==> images/clock_nets.png <==
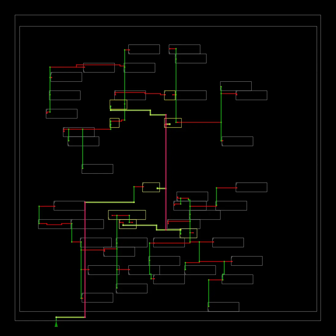
==> images/ff_map.png <==
Bar = 20 µm. Other sequential cells in the stronger gray, the rest of the logic in the fainter gray.
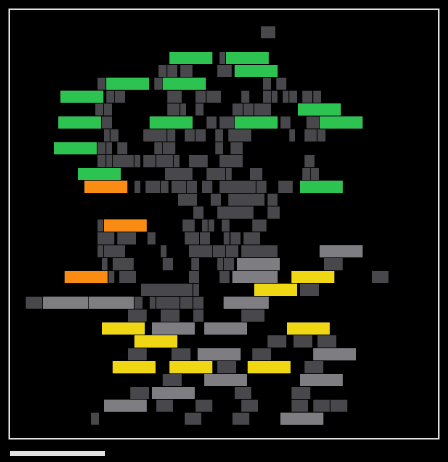
==> images/layers.png <==
Only two layers are drawn.
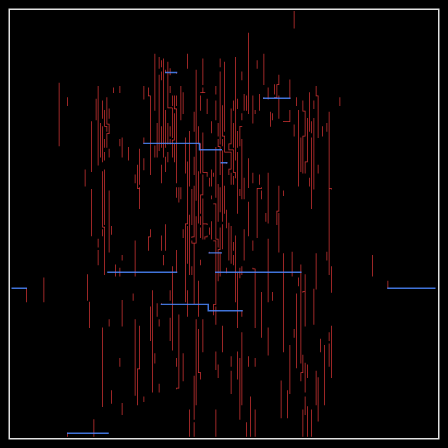
==> images/route_heat.png <==
The die is cut into 18 by 18 equal tiles; dark purple is low, yellow is high, scaled to the fullest tile. Values are wire area over tile area, all layers added.
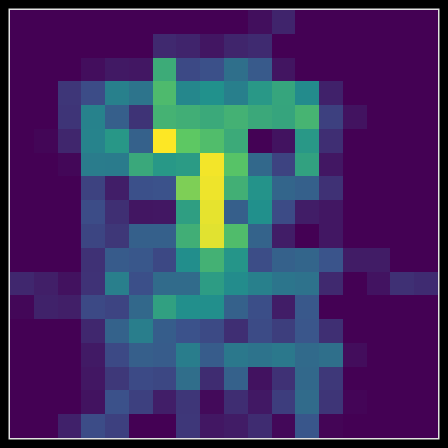
--- src/rtl/uart_pkg.sv ---
// rtl/uart_pkg.sv - shared UART state encoding and default line constants
package uart_pkg;

  typedef enum logic [1:0] {
    IDLE  = 2'd0,
    START = 2'd1,
    DATA  = 2'd2,
    STOP  = 2'd3
  } uart_state_e;

  localparam int DEF_CLK_FREQ = 100_000_000;
  localparam int DEF_BAUD     = 9600;

endpackage

--- src/rtl/bit_synchronizer.sv ---
// rtl/bit_synchronizer.sv - two-flop synchroniser for an asynchronous single-bit input
module bit_synchronizer #(
  parameter logic RESET_VAL = 1'b1
) (
  input  logic clk,
  input  logic rst_n,
  input  logic d_i,
  output logic q_o
);

  logic meta_q;
  logic sync_q;

  always_ff @(posedge clk or negedge rst_n) begin
    if (!rst_n) begin
      meta_q <= RESET_VAL;
      sync_q <= RESET_VAL;
    end else begin
      meta_q <= d_i;
      sync_q <= meta_q;
    end
  end

  assign q_o = sync_q;

endmodule

--- src/rtl/uart_byte_receiver.sv ---
// rtl/uart_byte_receiver.sv - 8N1 receiver: mid-bit sampling, start glitch reject, stop check
module uart_byte_receiver
  import uart_pkg::*;
#(
  parameter int CLK_FREQ = DEF_CLK_FREQ,
  parameter int BAUD     = DEF_BAUD
) (
  input  logic       clk,
  input  logic       rst_n,
  input  logic       rx,
  output logic [7:0] data_receive,
  output logic       data_valid,
  output logic       frame_error,
  output logic       busy
);

  localparam int CLKS_PER_BIT = CLK_FREQ / BAUD;
  localparam int HALF_BIT     = CLKS_PER_BIT / 2;
  localparam int CNT_W        = $clog2(CLKS_PER_BIT);

  localparam logic [CNT_W-1:0] HALF_END = CNT_W'(HALF_BIT - 1);
  localparam logic [CNT_W-1:0] BIT_END  = CNT_W'(CLKS_PER_BIT - 1);
  localparam logic [CNT_W-1:0] CNT_ONE  = CNT_W'(1);

  logic             rx_s;
  logic             rx_prev_q;
  uart_state_e      state_q;
  logic [CNT_W-1:0] cnt_q;
  logic [2:0]       bit_idx_q;
  logic [7:0]       shift_q;
  logic [7:0]       data_receive_q;
  logic             data_valid_q;
  logic             frame_error_q;

  bit_synchronizer #(
    .RESET_VAL (1'b1)
  ) u_rx_sync (
    .clk   (clk),
    .rst_n (rst_n),
    .d_i   (rx),
    .q_o   (rx_s)
  );

  always_ff @(posedge clk or negedge rst_n) begin
    if (!rst_n) begin
      rx_prev_q      <= 1'b1;
      state_q        <= IDLE;
      cnt_q          <= '0;
      bit_idx_q      <= '0;
      shift_q        <= '0;
      data_receive_q <= '0;
      data_valid_q   <= 1'b0;
      frame_error_q  <= 1'b0;
    end else begin
      rx_prev_q     <= rx_s;
      data_valid_q  <= 1'b0;
      frame_error_q <= 1'b0;
      case (state_q)
        IDLE: begin
          // Edge-triggered so a line stuck low cannot restart reception.
          if (rx_prev_q && !rx_s) begin
            cnt_q   <= '0;
            state_q <= START;
          end
        end
        START: begin
          if (cnt_q == HALF_END) begin
            if (!rx_s) begin
              cnt_q     <= '0;
              bit_idx_q <= '0;
              state_q   <= DATA;
            end else begin
              state_q <= IDLE;
            end
          end else begin
            cnt_q <= cnt_q + CNT_ONE;
          end
        end
        DATA: begin
          if (cnt_q == BIT_END) begin
            cnt_q   <= '0;
            shift_q <= {rx_s, shift_q[7:1]};
            if (bit_idx_q == 3'd7) state_q <= STOP;
            else                   bit_idx_q <= bit_idx_q + 3'd1;
          end else begin
            cnt_q <= cnt_q + CNT_ONE;
          end
        end
        STOP: begin
          // Leaving at mid-stop-bit leaves half a bit to catch a back-to-back start edge.
          if (cnt_q == BIT_END) begin
            state_q <= IDLE;
            if (rx_s) begin
              data_receive_q <= shift_q;
              data_valid_q   <= 1'b1;
            end else begin
              frame_error_q <= 1'b1;
            end
          end else begin
            cnt_q <= cnt_q + CNT_ONE;
          end
        end
        default: state_q <= IDLE;
      endcase
    end
  end

  assign data_receive = data_receive_q;
  assign data_valid   = data_valid_q;
  assign frame_error  = frame_error_q;
  assign busy         = (state_q != IDLE);

endmodule
--- config.mk ---
export PLATFORM = sky130hd
export DESIGN_NAME = uart_byte_receiver
export DESIGN_NICKNAME = d
export VERILOG_FILES = /design/src/rtl/uart_pkg.sv /design/src/rtl/bit_synchronizer.sv /design/src/rtl/uart_byte_receiver.sv
export SDC_FILE = /design/constraint.sdc
export NUM_CORES = 1
export LEC_CHECK = 0
export CAP_MARGIN = 20
export CORE_UTILIZATION = 25
export DETAILED_ROUTE_END_ITERATION = 8
export PLACE_DENSITY = 0.5
export REMOVE_ABC_BUFFERS = 1
export SETUP_SLACK_MARGIN = 0.15
export SKIP_LAST_GASP = 1
export SLEW_MARGIN = 10
export SYNTH_ARGS = -nofsm -noshare
export SYNTH_HDL_FRONTEND = slang
export SYNTH_SLANG_ARGS = --single-unit
--- constraint.sdc ---
create_clock -name clk -period 2.7 [get_ports clk]
set_clock_uncertainty 0.15 [all_clocks]
set_input_delay 0.54 -clock clk [delete_from_list [all_inputs] [get_ports clk]]
set_output_delay 0.54 -clock clk [all_outputs]
set_load 0.03 [all_outputs]
==> datasheet_impl.txt <==
Summary of implementation characteristics

Parameter                              Value

Outcome
  Run status .................. complete, no violations

Synth
  Area of the synthesized netlist per yosys stat .................. 1950 µm²
  Seq share, synth .................. 51.4%
  Count of cell types in the netlist .................. 45
  Mapped cell area .................. 1950 µm²
  Share of synthesized cell area in full adder, half adder and majority cells .................. 1.92%
  Post-Synth AOI/OAI Area .................. 9.42%
  Simple share .................. 22.7%
  Post-synthesis cell count from yosys .................. 171
  Cell type contributing the most total cell area after synthesis .................. dfrtp_1
  Yosys warns .................. 0
  Mean instance size in the synthesized netlist .................. 11.4 µm²
  Area fraction in xor and xnor cells .................. 0.897%
  Post-synthesis sequential element count .................. 40
  Most common library cells after synthesis .................. 37 x dfrtp_1, 16 x mux2_2, 12 x nand2_1, 8 x a21oi_1, 8 x o21ai_0
  Biggest area contributors in the synthesized netlist .................. dfrtp_1 47%, mux2_2 9.2%, dfstp_2 4.0%, nand2_1 2.3%, or3_1 2.2%
  Fraction of registers with async set/reset .................. 100%
  Top area contributor share .................. 47.4%
  Logic family by area .................. simple AND/OR/NAND/NOR gates
  Synthesized netlist cell count .................. 171
  Count leader, synth .................. dfrtp_1
  Number of enable-type register cells in the synthesized netlist .................. 0
  Mux contribution to synthesized area .................. 11.3%
  Flip-flop cell with the highest count after synthesis .................. dfrtp_1

Power
  Clock network power consumption .................. 505 µW
  Part of the total power dissipated in the clock network .................. 36.3%
  Power share of the sequential group .................. 50.3%
  Internal Power .................. 996 µW
  Logic pwr share .................. 13.3%
  Total power of the final layout .................. 1.39 mW
  Largest voltage drop on the vdd net .................. 0.000218 V
  Power dissipated in combinational cells .................. 185 µW
  Switching fraction of total power .................. 28.4%
  Power dissipated by switching net loads .................. 395 µW
  Total power density per cell area .................. 594 nW/µm²
  Leakage power summed over all cells .................. 1.04 nW
  Group drawing the most power .................. registers

Setup path
  Signal arrival time at the worst endpoint .................. 2450 ps
  Number of buffers and inverters on the critical path .................. 1
  Worst Setup End Kind .................. register
  Series of cell instances along the critical path .................. ha_1, nand4bb_2, nor4_4, or3_4, buf_4, or3_1, a21oi_1
  Capture point of the worst path .................. cnt_q[9]
  Largest stage delay, worst path .................. 460 ps
  Reg2reg end .................. cnt_q[9]
  Launch point of the worst reg-to-reg path .................. cnt_q[0]
  Required time of the critical path .................. 2780 ps
  Cell family with the largest share of critical-path delay .................. simple AND/OR/NAND/NOR gates
  Launch point of the worst path .................. cnt_q[0]
  Setup CP Type .................. register to register
  Path depth of the worst reg2reg path .................. 7
  Total number of cells along the worst setup path .................. 7
  Largest fanout on the critical path .................. 11
  Worst-path cell with the longest stage delay .................. or3_4
  Register-to-register setup slack .................. 330 ps
  Type of element launching the critical path .................. register

Layout
  Utilization after layout .................. 31.6%
  Inverter count of the layout excluding clock inverters .................. 6
  Most instantiated logic cell after routing .................. dfrtp_1
  Synth-to-Final Area Change .................. 19.9%
  Most used cells in the layout excluding fill and tap cells .................. 36 x dfrtp_1, 16 x mux2_2, 11 x clkdlybuf4s50_1
  Max FFs per register .................. 14
  Final layout net count .................. 197
  Count of non-filler cells in the finished layout .................. 291
  Antenna fix cells .................. 0
  Logic area .................. 921 µm²
  Biggest register .................. cnt_q
  Leading cell category by total area .................. registers
  Layout cells sized above 1 .................. 22.4%
  Logic share of the area .................. 39.3%
  Finished Cell Area .................. 2340 µm²
  Sequential cell area share .................. 42.9%
  Total of plain and repair buffers excluding clock buffers .................. 17
  Clock-cell share .................. 4.91%
  Layout multi-input combinational cell count .................. 121
  NonClk Buf Share .................. 6.57%

GRT
  Number of antenna violations at the first check in global routing .................. 0
  Busiest metal layer after global routing .................. met2
  Largest net degree at the start of global routing .................. 41
  GR Util met3 .................. 2.36%
  Final global-route overflow total .................. 0
  Wire length of the first global-routing pass .................. 6960 µm
  Met1 global-route usage .................. 15.0%
  Vias in the first global route .................. 1,395
  Global-route track usage on met2 .................. 15.6%

Job
  Maxcap violations .................. 0
  Total tool warning count .................. 25

Floorplanning
  Chip area .................. 8170 µm²
  Vertical die size .................. 90.4 µm
  # IOs .................. 14
  Starting density of the core .................. 26.4%
  Number of rows in the core area .................. 31
  Core area .................. 7410 µm²
  Die extent in x .................. 90.4 µm
  Inserted tap cell count .................. 99

Timing
  Final critical-path setup slack .................. 326 ps
  Post-Route Hold Slack .................. 208 ps
  Final Cycle Share .................. 87.9%
  Max frequency .................. 421 MHz
  Pins Over Slew Limit .................. 0
  Final TNS setup .................. 0 ps
  Time the final worst path needs with I/O delays and setup .................. 2370 ps
  Setup-violating endpoint count in the final report .................. 0
  Transition at the pin with the smallest max-transition slack .................. 887 ps
  Slew headroom .................. 40.8%
  Unrepaired setup endpoints after global routing .................. no
  Count of final hold-check violations .................. 0

Route
  Routed vias/inst .................. 4.81
  Routed wl met2 .................. 1830 µm
  Initial DRC Count .................. 71
  Met3 routed WL .................. 101 µm
  Remaining DRCs .................. 0
  Number of nets with antenna violations after routing .................. 0
  Uppermost routed layer .................. met4
  Drt first pass iters .................. 4
  Post-Route M1 WL .................. 1920 µm

Clock tree
  Total number of H-tree levels .................. 2
  CTS tree .................. yes
  Clk Tree Root Cell .................. clkbuf_8
  Post-CTS sizing .................. 2
  Clock slew seen by the registers of the worst setup and hold paths .................. 80 ps
  Post-CTS setup buffer count .................. 0
  Hold bufs inserted after CTS .................. 0
  Clock buffer depth .................. 2

Place
  Placement Cell Area .................. 2210 µm²
  Post-DP HPWL .................. 2770 µm
  PortBufs .................. 13
  Placed instance count .................. 283
  DP Worst Slack .................. 230 ps
  Final weighted congestion of routability-driven global placement .................. 0.783

Min path
  Worst min-delay path class .................. input pin to asynchronous set/reset pin
-- clock_nets.png (at the start) --
latest clock arrival within the worst-skew pair: 300 ps
FF+latch count: 40
number of buffers inserted during clock tree synthesis: 5
CTS Sinks: 40
total of clock buffers placed in the layout: 5

-- ff_map.png (at the start) --
[orange] `bit_idx_q` | flops: 3
[yellow] `shift_q` | flops: 8 | where: south
[green] `cnt_q` | flops: 14
Sequential Power: 700 µW
area used by sequential logic in the layout: 1010 µm²

-- layers.png (at the start) --
[blue] M3 | wire length: 101 µm
[red] M2 | wire length: 1,830 µm
gr usage total: 10.7%
vias after detailed routing: 1,400

-- route_heat.png (at the start) --
tiles over half the peak: 11%
mean over tiles: 0.074
emptiest ninth of the die: north-east
final wirelength: 3910 µm
final routed wire length divided by cell count: 13.5 µm

No activity file was given, so power comes from the tool's default toggle rates.
